**config.mk**
```make
export PLATFORM = sky130hd
export DESIGN_NAME = pc_sequencer
export DESIGN_NICKNAME = d
export VERILOG_FILES = /design/src/rtl/riscv_pkg.sv /design/src/rtl/adder.sv /design/src/rtl/pc_sequencer.sv
export SDC_FILE = /design/constraint.sdc
export NUM_CORES = 1
export LEC_CHECK = 0
export CAP_MARGIN = 20
export CORE_MARGIN = 3
export CORE_UTILIZATION = 47
export DETAILED_ROUTE_END_ITERATION = 6
export PLACE_DENSITY = 0.88
export SYNTH_ARGS = -nofsm -noshare
export SYNTH_HDL_FRONTEND = slang
export SYNTH_HIERARCHICAL = 1
export SYNTH_SLANG_ARGS = --single-unit
export TNS_END_PERCENT = 20
```
**constraint.sdc**
```tcl
create_clock -name clk -period 2.6 [get_ports clk]
set_input_delay 0.39 -clock clk [delete_from_list [all_inputs] [get_ports clk]]
set_output_delay 0.39 -clock clk [all_outputs]
set_load 0.02 [all_outputs]
```
**src/rtl/riscv_pkg.sv**
```systemverilog
// Shared fetch-stage types and constants.
package riscv_pkg;

  typedef enum logic [1:0] {
    StBoot,
    StRun,
    StHalted,
    StFault
  } pc_state_t;

  localparam logic [31:0] PC_INCREMENT         = 32'd4;
  localparam logic [31:0] DEFAULT_RESET_VECTOR = 32'h0000_0000;

endpackage

```
**src/rtl/adder.sv**
```systemverilog
// Plain 32-bit unsigned adder; carry-out is intentionally dropped (wraps).
module adder (
  input  logic [31:0] a,
  input  logic [31:0] b,
  output logic [31:0] sum
);

  assign sum = a + b;

endmodule

```
**src/rtl/pc_sequencer.sv**
```systemverilog
// Fetch-stage PC sequencer: valid/ready fetch issue, redirects, halt/resume and
// misaligned-target faults.
module pc_sequencer
  import riscv_pkg::*;
#(
  parameter logic [31:0] RESET_VECTOR = DEFAULT_RESET_VECTOR
) (
  input  logic        clk,
  input  logic        rst_n,
  output logic        fetch_valid,
  input  logic        fetch_ready,
  output logic [31:0] fetch_pc,
  input  logic        redirect_valid,
  input  logic [31:0] redirect_target,
  input  logic        halt_req,
  input  logic        resume_req,
  output logic        halted,
  output logic        fault,
  output logic [31:0] fault_addr,
  output logic [31:0] fetch_count
);

  pc_state_t   state_q, state_d;
  logic [31:0] pc_q, pc_d;
  logic [31:0] fault_addr_q, fault_addr_d;
  logic [31:0] count_q, count_d;
  logic [31:0] pc_inc;
  logic        handshake;
  logic        redir_aligned;
  logic        redir_misaligned;

  adder u_pc_adder (
    .a  (pc_q),
    .b  (PC_INCREMENT),
    .sum(pc_inc)
  );

  assign handshake        = fetch_valid & fetch_ready;
  assign redir_aligned    = redirect_valid & (redirect_target[1:0] == 2'b00);
  assign redir_misaligned = redirect_valid & (redirect_target[1:0] != 2'b00);

  always_comb begin
    state_d      = state_q;
    pc_d         = pc_q;
    fault_addr_d = fault_addr_q;
    count_d      = count_q;
    unique case (state_q)
      StBoot: state_d = StRun;
      StRun: begin
        // A handshake is always counted, even if a redirect discards its increment.
        if (handshake) begin
          count_d = count_q + 32'd1;
          pc_d    = pc_inc;
        end
        if (redir_misaligned) begin
          state_d      = StFault;
          fault_addr_d = redirect_target;
          pc_d         = pc_q;
        end else begin
          if (redir_aligned) pc_d = redirect_target;
          if (halt_req) state_d = StHalted;
        end
      end
      StHalted: begin
        if (redir_misaligned) begin
          state_d      = StFault;
          fault_addr_d = redirect_target;
        end else begin
          if (redir_aligned) pc_d = redirect_target;
          if (resume_req && !halt_req) state_d = StRun;
        end
      end
      StFault: begin
        if (redir_misaligned) begin
          fault_addr_d = redirect_target;
        end else if (redir_aligned) begin
          pc_d    = redirect_target;
          state_d = StRun;
        end
      end
      default: state_d = StBoot;
    endcase
  end

  always_ff @(posedge clk or negedge rst_n) begin
    if (!rst_n) begin
      state_q      <= StBoot;
      pc_q         <= RESET_VECTOR;
      fault_addr_q <= 32'h0;
      count_q      <= 32'h0;
    end else begin
      state_q      <= state_d;
      pc_q         <= pc_d;
      fault_addr_q <= fault_addr_d;
      count_q      <= count_d;
    end
  end

  assign fetch_valid = (state_q == StRun);
  assign halted      = (state_q == StHalted);
  assign fault       = (state_q == StFault);
  assign fetch_pc    = pc_q;
  assign fault_addr  = fault_addr_q;
  assign fetch_count = count_q;

endmodule

```
==> run_1/layer_met1.png <==
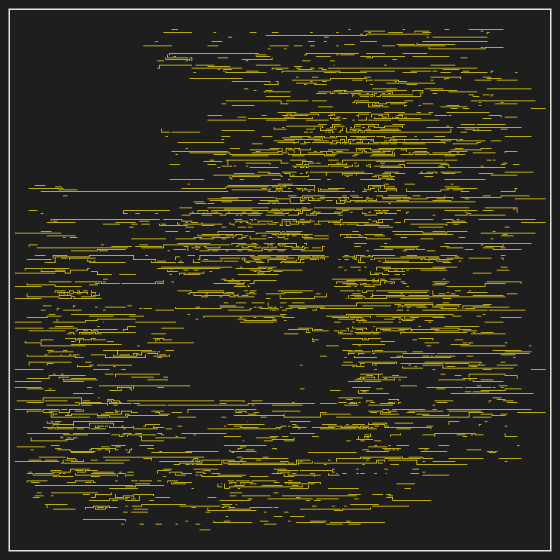
main direction = horizontal
share of all routed wire = 44%
wire length on this layer = 7,080 µm
longest straight run = 42.8 µm
nets with wire on the layer = 777
routed wire length: 16,290 µm
routed via count: 5,504
met1 usage: 0.2831

==> run_1/clocks.png <==
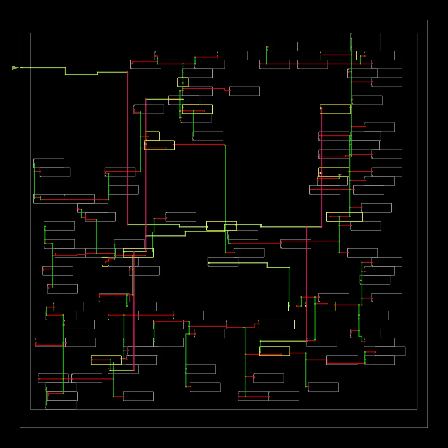
skew final: 0.008849 ns
layout clock buffer count: 9

==> Changelog: implementation, run 1 <==
## Implementation

* Failing checks: negative setup slack
* Sw Share at 0.4071
* Crit-path max cell delay at 0.43 ns
* HP Class: in2async
* Seq cells post-synth at 98
* Yosys adder share at 0.07231
* CP top delay family: AND-OR/OR-AND gates
* Top Layer Used: met4
* Critical path cell sequence: ha_4 > o211ai_1 > o21a_2 > a211o_1 > a2111o_1 > a31oi_1 > xor2_1 > mux2_4 > mux2_2
* Die Size at 15,290 µm²
* I/O pins at 137
* CP max stage cell: dfrtp_2
* Final setup vio count at 5
* Synth Cell Area at 6506 µm²
* WP buf/inv at 0
* Crit path depth at 9
* Core Util, Final at 0.6582
* Worst setup margin at -0.05595 ns
* Gr busiest metal: met2
* Register area share after synthesis at 0.3769
* Status: finished, violations left
* CTS Buf Count at 9
* Cell count listed in synth_stat.txt at 603
* Reg2reg start: fetch_pc[2]$_DFFE_PN0P_
* Overall power at 11.61 mW
* # DRC at 0
* Largest net degree at the start of global routing at 54
==> run_1/placement_by_type.png <==
Fill, decap, tap and diode cells in gray.
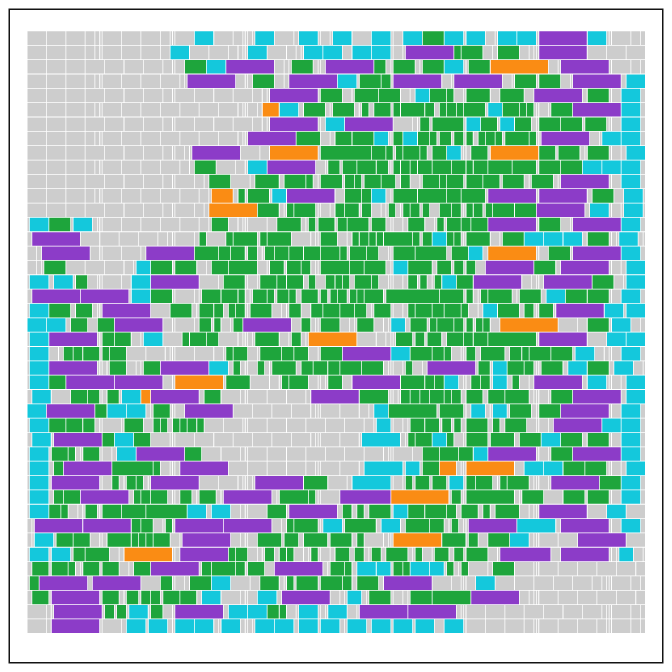
green -> combinational and other logic  # cells 517
orange -> clock drivers and dummy loads  # cells 16
purple -> flops  # cells 98
cyan -> other buffers and delay cells  # cells 171

==> run 1: power by group through the flow <==
stage          clock network, mW  logic [mW]  registers, mW
3_3_place_gp                   0        7.02           2.56
5_1_grt                     1.68        8.06           2.64
6_report                    1.58        7.46           2.56
4_1_cts                     1.62        7.22           2.57
3_5_place_dp                   0        7.17           2.60
2_1_floorplan                  0        4.29           3.20
==> run 1: layout make-up <==
type	instances	area [µm²]	share of cell area
Clock buffer	9	225.2	0.02554
Clock inverter	7	123.9	0.01404
Inverter	21	78.83	0.008937
Multi-Input combinational cell	496	4045	0.4586
Sequential cell	98	2455	0.2783
Tap cell	176	220.2	0.02497
Timing Repair Buffer	171	1672	0.1895
==> run 1: state kept, by name (all words and copies together), names as in the netlist <==
name         flops
fetch_count     32
fetch_pc        32
fault_addr      32
state_q          2
==> run_1/metal_density.png <==
Scale bar: 20 µm. 25 x 25 tiles, from dark blue (low) to red (high), scaled to the fullest tile. Values are wire area over tile area, all layers added.
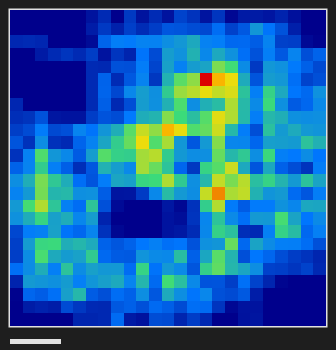

## Run 2: what changed since run 1
ABC_AREA = 1   (was default)
CORE_UTILIZATION = 48   (was 47)
==> run_2/metal_density.png <==
Scale bar: 50 µm. 26 x 26 tiles, from dark blue (low) to red (high), scaled to the fullest tile. Values are wire area over tile area, all layers added.
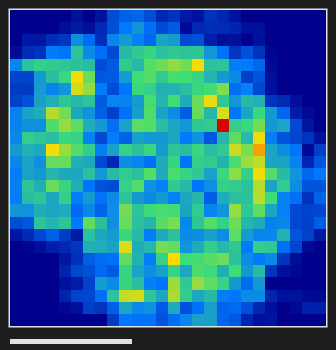
nearly empty tiles = 15%
emptiest ninth of the die = north-east
tiles over half the peak = 12%
fullest tile = 0.77
mean over tiles = 0.21

==> run 2 against run 1 <==
  * Fmax grew 20%
  * Via count grew 39%
  * Critical path depth shrank 6
  * Worst hold slack gained 0.0079 ns
  * The run now ends clean
  * Largest cell class unchanged
  * Final cell count grew 52%
  * Sequential share of layout area shrank 1.3 points
  * Flip-flop count is the same
  * Largest power group unchanged
==> Changelog: implementation, run 2 <==
## Implementation

* Sw Share at 0.4934 (+0.08629)
* Cell count listed in synth_stat.txt at 1,138 (+89%)
* Register area share after synthesis at 0.3354 (-0.04154)
* Overall power at 10.53 mW (-9.3%)
* HP Class: in2async
* Yosys adder share at 0.06434 (-0.007968)
* Synth Cell Area at 7312 µm² (+12%)
* Tap cells at 184 (+4.5%)
* Cells after Synth at 1,138
* Nonclk buf count at 147 (-14%)
* Met1 usage at 0.3419 (+0.05873)
* Comb_multi_in at 890 (+79%)
* Comb area at 4265 µm² (+5.4%)
* Largest net degree at the start of global routing at 53 (-1.9%)
* Worst setup margin at 0.3928 ns (+0.4488 ns)
* Top Layer Used: met4
* Crit-path max cell delay at 0.69 ns (+0.26 ns)
* Seq cells post-synth at 98 (unchanged)
* Top power group: combinational logic
* Layout clock buffer count at 12 (+3)
* Flip-flops at 98 (unchanged)
* Sequential Power at 2.53 mW (about the same)
* Comb/total area at 0.4612 (+0.002590)
* Syn. warnings at 6
* Met1 wire length at 9216 µm
* CTS Buf Count at 9 (unchanged)
* Largest area class, layout: multi-input combinational cells
* Sequential cell area at 2452 µm² (-0.10%)
* Power Clock at 1.29 mW (-18%)
* CP max stage cell: clkdlybuf4s50_1
* # DRC at 0 (unchanged)
* Skew final at 0.01029 ns (+0.001437 ns)
* Final setup vio count at 0 (-5)
* CP top delay family: buffers and inverters
* Reg2reg start: fetch_pc[3]$_DFFE_PN0P_
* Sequential share of cell area at 0.2652 (-0.01315)
* Inverters at 153 (+630%)
* Signal buf overhead at 0.1572 (-0.03231)
* Die Size at 16,750 µm² (+9.5%)
* Routed wire length at 21,680 µm (+33%)
* Critical path cell sequence: inv_1 > ha_1 > clkdlybuf4s50_1
* I/O pins at 137 (unchanged)
* Status: finished clean
* Combinational power at 6.71 mW (-10%)
* WP buf/inv at 2 (+2)
* Gr busiest metal: met2
* Tcrit/Tclk final at 0.8489
* Crit path depth at 3 (-6)
==> run_2/layer_met1.png <==
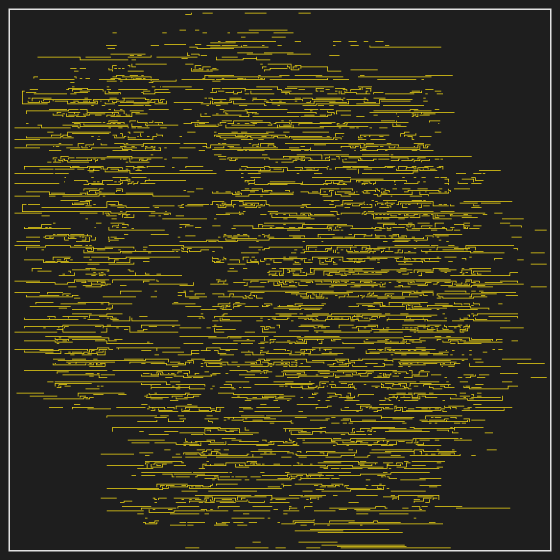
longest straight run = 49.7 µm
share of all routed wire = 43%
wire length on this layer = 9,220 µm
main direction = horizontal

## run 2: netlist changes by cell type in the layout (fill, tap and decap cells not counted), moves of 22 or more
cell,delta
xnor2_1,-31
nor2_1,+36
o21ai_0,+22
nand2_1,+458
nand3_1,+85
mux2_2,-95
inv_1,+129
## run 2: cells by family (layout without fill, tap and decap cells)
group,Yosys count,in the layout
flops,98,98
compound gates,66,66
buf+inv,181,315
other cells,2,33
simple gates,721,721
xor+xnor,33,33
fa+ha+maj,37,37
## run 2: worst register-to-register path, delay by kind of cell (launching register included)
kind	cells	cell delay, ns
simple gates	12	1.21
buf+inv	1	0.07
fa+ha+maj	1	0.39
flops	1	0.41
==> run_2/layer_met3.png <==
Scale bar: 50 µm.
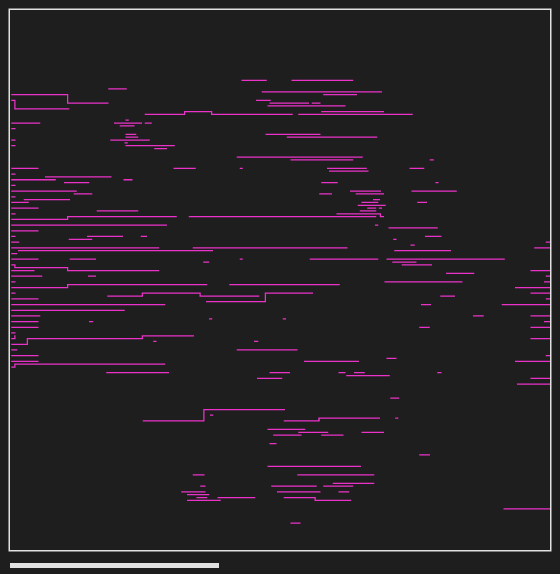

## Run 3: what changed since run 2
clock period = 1.94 ns   (was 2.6 ns; I/O delays follow)
==> run_3/layer_met3.png <==
Scale bar: 50 µm.
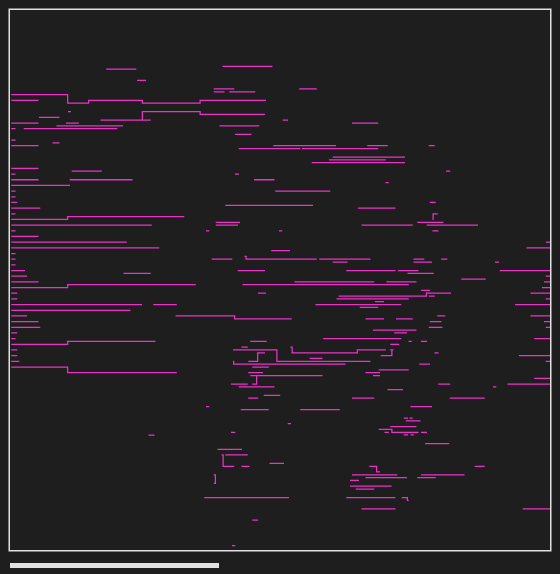
main direction = horizontal
share of all routed wire = 7.0%
nets with wire on the layer = 167
longest straight run = 39.6 µm
wire length on this layer = 1,590 µm

==> run_3/layer_met1.png <==
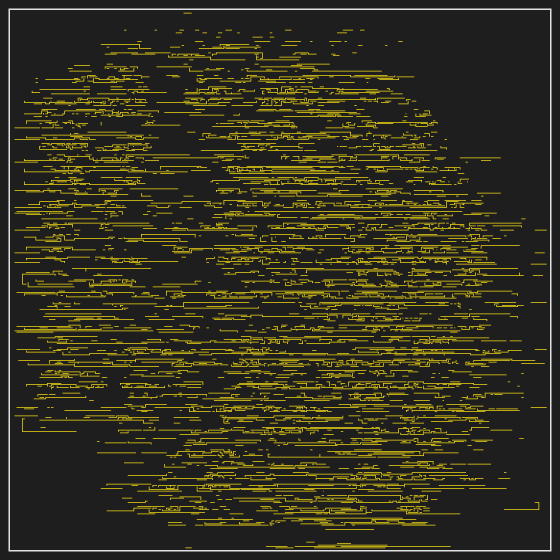
share of all routed wire = 41%
longest straight run = 49.7 µm
main direction = horizontal
routed via count: 7,877
met1 usage: 0.3439
routed wire length: 22,860 µm

==> run 3 against run 2 <==
  * Core utilization grew 4.5 points
  * Via count grew 3.0%
  * Flip-flop count is the same
  * Worst hold slack gained 0.39 ns
  * Design area grew 7.1%
  * Critical path depth grew 11
  * Non-clock buffer count grew 29
  * Worst setup slack lost 0.30 ns
  * Sequential power grew 37%
  * Final cell count grew 2.0%
  * Critical endpoint is now fetch_pc[29]$_DFFE_PN0P_
  * Largest power group unchanged
==> Changelog: implementation, run 3 <==
## Implementation

* Clk pwr share at 0.115
* Cell count listed in synth_stat.txt at 1,138 (unchanged)
* Reg2reg start: fetch_pc[2]$_DFFE_PN0P_
* Register area share after synthesis at 0.3354 (unchanged)
* Ys async rst share at 1.000
* Power Clock at 1.77 mW (+37%)
* CP max stage cell: dfrtp_2
* Top power group: combinational logic
* Combinational power at 10.1 mW (+51%)
* Seq cells post-synth at 98 (unchanged)
* Die Size at 16,750 µm² (unchanged)
* Cells after Synth at 1,138 (unchanged)
* Critical path cell sequence: ha_4 > or2_4 > nand3_1 > nand2_2 > nand2_1 > nand2_2 > nand2_2 > nand2_1 > nand2_1 > nand2_1 > nand3_1 > nand2_1 > nand2_1 > nand2_1
* Final setup vio count at 0 (unchanged)
* Met1 wire length at 9407 µm (+2.1%)
* # DRC at 0 (unchanged)
* Largest net degree at the start of global routing at 44 (-17%)
* Sw Share at 0.4852 (-0.008147)
* Post-route ant nets at 0
* Sequential Power at 3.46 mW (+37%)
* HP Class: reg2reg
* Worst setup margin at 0.08831 ns (-0.3045 ns)
* Status: finished clean
* Syn-to-layout area delta at 35.42%
* Gr busiest metal: met2
* Top Layer Used: met4
* Simple Share, Synth at 0.4158
* I/O pins at 137 (unchanged)
* Max clock buf depth at 2
* Synth Cell Area at 7312 µm² (unchanged)
* CTS Buf Count at 9 (unchanged)
* Required @ worst endpoint at 2.19 ns
* WP buf/inv at 0 (-2)
* Skew final at 0.01126 ns (+0.0009688 ns)
* Yosys adder share at 0.06434 (unchanged)
* CP top delay family: simple AND/OR/NAND/NOR gates
* Worst reg2reg path depth at 14
* Syn. warnings at 6 (unchanged)
* Worst Setup End Kind: register
* Hold path depth at 2
## run 3: per-stage QoR
step | hold WS [ns] | std cells | setup TNS (ns) | power [mW]
after detailed placement | 0.3312 | 1496 | -0.9746 | 12.51
after global placement | 0.3293 | 1496 | 0 | 12.30
after CTS | 0.4780 | 1513 | 0 | 14.33
final | 0.4745 | 1517 | 0 | 15.38
after floorplan | -0.004591 | 1169 | 0 | 9.291
after global routing | 0.4980 | 1517 | -0.2401 | 16.60
## run 3: layout make-up
class / count / area (µm²) / area share
timing repair buffer: 176 / 1712 / 0.1729
tap: 184 / 230.2 / 0.02325
clock inverter: 4 / 33.78 / 0.003412
sequential: 98 / 2455 / 0.2479
inverter: 153 / 574.3 / 0.05800
multi-input combinational: 890 / 4641 / 0.4687
clock buffer: 12 / 256.5 / 0.02590
Power figures rest on the tool's default switching activity, not on a simulated workload.
